==> images/placed.png <==
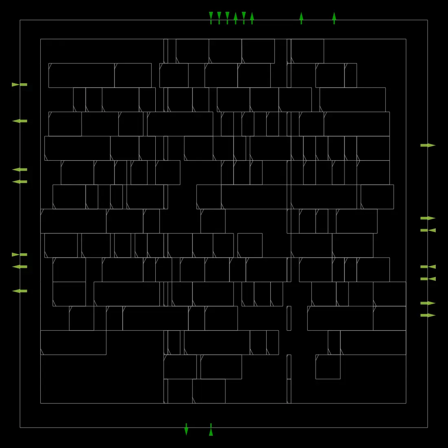
==> images/port_trees.png <==
(6 px per um)
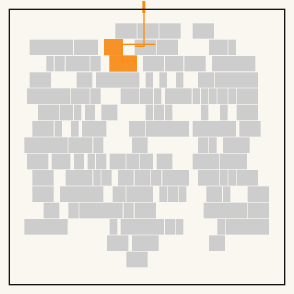
==> images/m2.png <==
(10 px per um)
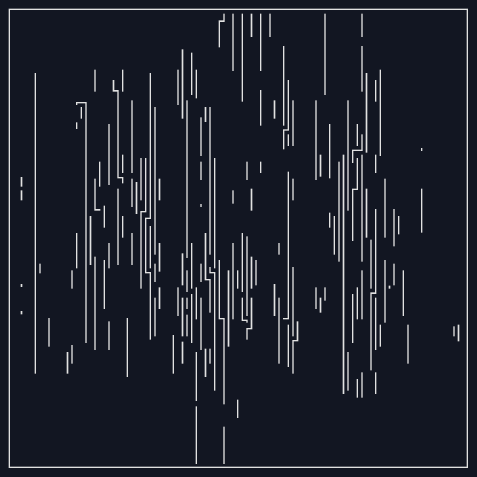
==> images/pinout.png <==
(10 px per um) Pins as bars across the die edge, other pins in grey.
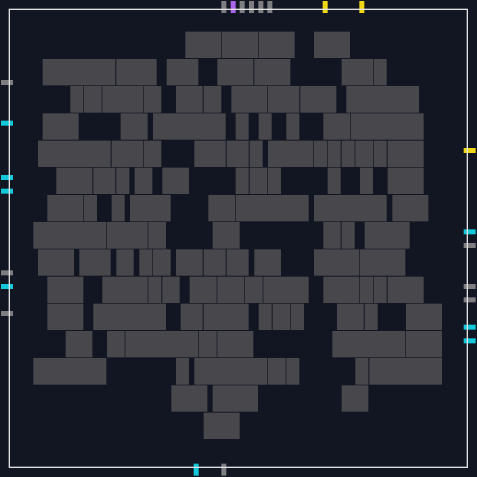
$ cat src/rtl/adder_pkg.sv
// Shared definitions for the adder result sink: FSM state encoding and result widths.
package adder_pkg;

    typedef enum logic {
        ACCUM = 1'b0,
        DONE  = 1'b1
    } state_t;

    localparam int ADDER_W = 4;
    localparam int RES_W   = ADDER_W + 1;

endpackage

$ cat src/rtl/adder_frame_cnt.sv
// Frame beat counter; tc flags that the next increment completes the frame.
module adder_frame_cnt #(
    parameter int W      = 3,
    parameter int TC_VAL = 5
) (
    input  logic         clk,
    input  logic         rst,
    input  logic         clr,
    input  logic         inc,
    output logic [W-1:0] count,
    output logic         tc
);

    always_ff @(posedge clk) begin
        if (rst || clr) begin
            count <= '0;
        end else if (inc) begin
            count <= count + W'(1);
        end
    end

    assign tc = (count == W'(TC_VAL - 1));

endmodule

$ cat src/rtl/adder_sum_accum.sv
// Accumulates N_SAMPLES unsigned {c_out, sum} adder results and presents the frame total.
// Build option ADDER_ACC_SAT_EN: clamp the total at 2^ACC_W-1 instead of wrapping.
module adder_sum_accum
    import adder_pkg::*;
#(
    parameter int ACC_W     = 8,
    parameter int N_SAMPLES = 5,
    localparam int CNT_W    = $clog2(N_SAMPLES + 1)
) (
    input  logic               clk,
    input  logic               rst,
    input  logic               clear,
    input  logic               in_valid,
    output logic               in_ready,
    input  logic [ADDER_W-1:0] in_sum,
    input  logic               in_c_out,
    output logic               out_valid,
    input  logic               out_ready,
    output logic [ACC_W-1:0]   out_acc,
    output logic               out_overflow,
    output logic [CNT_W-1:0]   out_count
);

    // Returns {carry, next_acc}; carry marks that the true total left ACC_W bits.
    function automatic logic [ACC_W:0] acc_add(input logic [ACC_W-1:0] acc,
                                               input logic [RES_W-1:0] val);
        logic [ACC_W:0] s;
        s = {1'b0, acc} + (ACC_W + 1)'(val);
`ifdef ADDER_ACC_SAT_EN
        if (s[ACC_W]) begin
            s[ACC_W-1:0] = '1;
        end
`endif
        return s;
    endfunction

    state_t           state_q;
    state_t           state_d;
    logic [ACC_W-1:0] acc_q;
    logic             ovf_q;
    logic [CNT_W-1:0] cnt_q;
    logic             cnt_tc;
    logic             accept;
    logic             xfer;
    logic [ACC_W:0]   acc_nxt;

    assign accept  = in_valid && (state_q == ACCUM);
    assign xfer    = out_ready && (state_q == DONE);
    assign acc_nxt = acc_add(acc_q, {in_c_out, in_sum});

    adder_frame_cnt #(
        .W      (CNT_W),
        .TC_VAL (N_SAMPLES)
    ) u_frame_cnt (
        .clk   (clk),
        .rst   (rst),
        .clr   (clear || xfer),
        .inc   (accept),
        .count (cnt_q),
        .tc    (cnt_tc)
    );

    always_ff @(posedge clk) begin
        if (rst) begin
            state_q <= ACCUM;
        end else begin
            state_q <= state_d;
        end
    end

    always_comb begin
        state_d = state_q;
        case (state_q)
            ACCUM:   if (accept && cnt_tc) state_d = DONE;
            DONE:    if (out_ready) state_d = ACCUM;
            default: state_d = ACCUM;
        endcase
        if (clear) begin
            state_d = ACCUM;
        end
    end

    // Overflow is sticky until the frame is transferred, cleared or reset.
    always_ff @(posedge clk) begin
        if (rst || clear || xfer) begin
            acc_q <= '0;
            ovf_q <= 1'b0;
        end else if (accept) begin
            acc_q <= acc_nxt[ACC_W-1:0];
            ovf_q <= ovf_q || acc_nxt[ACC_W];
        end
    end

    assign in_ready     = (state_q == ACCUM);
    assign out_valid    = (state_q == DONE);
    assign out_acc      = acc_q;
    assign out_overflow = ovf_q;
    assign out_count    = cnt_q;

endmodule

$ cat config.mk
export PLATFORM = sky130hd
export DESIGN_NAME = adder_sum_accum
export DESIGN_NICKNAME = d
export VERILOG_FILES = /design/src/rtl/adder_pkg.sv /design/src/rtl/adder_frame_cnt.sv /design/src/rtl/adder_sum_accum.sv
export SDC_FILE = /design/constraint.sdc
export NUM_CORES = 1
export LEC_CHECK = 0
export CORE_MARGIN = 2
export CORE_UTILIZATION = 45
export DETAILED_ROUTE_END_ITERATION = 16
export GPL_TIMING_DRIVEN = 0
export MAX_ROUTING_LAYER = met4
export PLACE_DENSITY = 0.77
export SLEW_MARGIN = 15
export SYNTH_ARGS = -nofsm -noshare
export SYNTH_HDL_FRONTEND = slang
export SYNTH_SLANG_ARGS = --single-unit
export TNS_END_PERCENT = 1
$ cat constraint.sdc
create_clock -name clk -period 5.35 [get_ports clk]
set_input_delay 1.07 -clock clk [delete_from_list [all_inputs] [get_ports clk]]
set_output_delay 1.07 -clock clk [all_outputs]
set_load 0.03 [all_outputs]
==> impl_metrics.json <==
{
  "mux_share_pct": 1.28,
  "hold_path_class": "reg2reg",
  "power_leader": "registers",
  "post_cts_buffers": 0,
  "grt_overflow": 0,
  "synth_nets": 110,
  "reg2reg_depth": 7,
  "cts_root_buf": "clkbuf_4",
  "end_kind": "flip-flop",
  "portBuffers": 23,
  "worstSetupEndpoint": "out_acc[6]",
  "ys_seq_share_pct": 33.3,
  "grt_pass1_vias": 649,
  "p_comb_share_pct": 19.4,
  "critPathTopFamily": "AND-OR/OR-AND gates",
  "dp_hpwl_um": 1220,
  "fp_util_pct": 46.7,
  "hold_buffers": 0,
  "simple_gate_share_pct": 17.3,
  "rsz0062_at_grt": "false",
  "totalWireLength_um": 1640,
  "mostFrequentLayoutCell": "clkdlybuf4s50_1",
  "cts_tree": "done",
  "comb_area_share_pct": 44.2,
  "p_per_area_nw_per_um2": 190,
  "p_comb_uw": 39.0,
  "worst_pin_slew_ns": 0.757,
  "regToRegSetupSlack_ns": 3.47,
  "fin_skew_ns": 0.00258,
  "dp.cells": 132,
  "drive_above_1_share_pct": 8.40,
  "combGateArea_um2": 468,
  "rows": 15,
  "crit_fanout": 4,
  "p_sw_share_pct": 27.2,
  "status": "finished clean",
  "clkbuf_count": 4,
  "gp_congestion": 0.817,
  "area_growth_pct": 35.6,
  "hold_viol_final": 0,
  "setup_viol": 0,
  "yosysTopAreaCell": "dfxtp_1",
  "ys_seq_elements": 13,
  "reg2reg_to": "out_acc[6]",
  "top_cell_area_share_pct": 33.3,
  "aoi_share_pct": 26.4,
  "drc": 0,
  "clk_path_buf_depth": 2,
  "maxCapViolCount": 0,
  "logic_gate_count": 68,
  "buffer_area_share_pct": 23.9,
  "required_ns": 5.57,
  "die_w_um": 45.7,
  "first_iter_violations": 17,
  "cts_buffers": 3,
  "p_int_uw": 147,
  "drtPass1Iterations": 3,
  "inv_count": 8,
  "critical_path_buf_inv_count": 2,
  "enable_flop_cells": 0,
  "hold_depth": 1,
  "cp.depth": 8,
  "largest_cell_class": "combinational gates",
  "chipArea_um2": 2080,
  "pwr-share-clk_pct": 30.6,
  "synth-xor-area-share_pct": 1.12,
  "pg_seq_uw": 101,
  "tool_warnings": 27,
  "vias": 737,
  "antenna_found_initial": 0,
  "h-tree-depth": 1,
  "slew_violations": 0,
  "period_used_pct": 51.9,
  "cp_data_arrival_time_ns": 2.99,
  "buffers": 26,
  "ys_cells": 92,
  "area_share_clock_buf_inv_pct": 2.48,
  "ff_type": "dfxtp_1"
}
-- placed.png (at the start) --
Core Area: 1670 um^2
final std cells w/o fill: 136
Flops: 13
tap cells: 17

-- port_trees.png (at the start) --
| port | colour | bits | direction | edge | end cells | wire |
|---|---|---|---|---|---|---|
| clear | orange | 1 | input | north | 3 | 18.9 um |

-- m2.png (at the start) --
longest straight run: 29.9 um
wire length on this layer: 758 um

-- pinout.png (at the start) --
| port | colour | pins | direction | edge |
|---|---|---|---|---|
| clear | purple | 1 | input | north |
| out_count | yellow | 3 | output | 2 north, 1 east |
| out_acc | cyan | 8 | output | 4 west, 3 east, 1 south |
all pins by edge: 8 north, 7 west, 7 east, 2 south

## per-layer routing
layer | vias to the layer above | wire length (um) | global-route usage (%)
met3 | 2 | 91 | 6.35
met4 | 0 | 12 | 5.29
met5 | - | 0 | -
li1 | 383 | - | -
met2 | 17 | 758 | 28.2
met1 | 335 | 779 | 26.2
## metrics by stage
| stage | utilization, % | worst slack [ns] | total power [mW] | area (um^2) |
|---|---|---|---|---|
| final | 63.4 | 2.57 | 0.201 | 1060 |
| after global routing | 63.4 | 2.51 | 0.213 | 1060 |
| after CTS | 63.4 | 2.58 | 0.204 | 1060 |
| after detailed placement | 61.8 | 2.29 | 0.142 | 1030 |
| after global placement | 61.8 | 2.35 | 0.141 | 1030 |
| after floorplan | - | 2.87 | 0.126 | 781 |
Power is estimated from default activity; no workload was simulated.
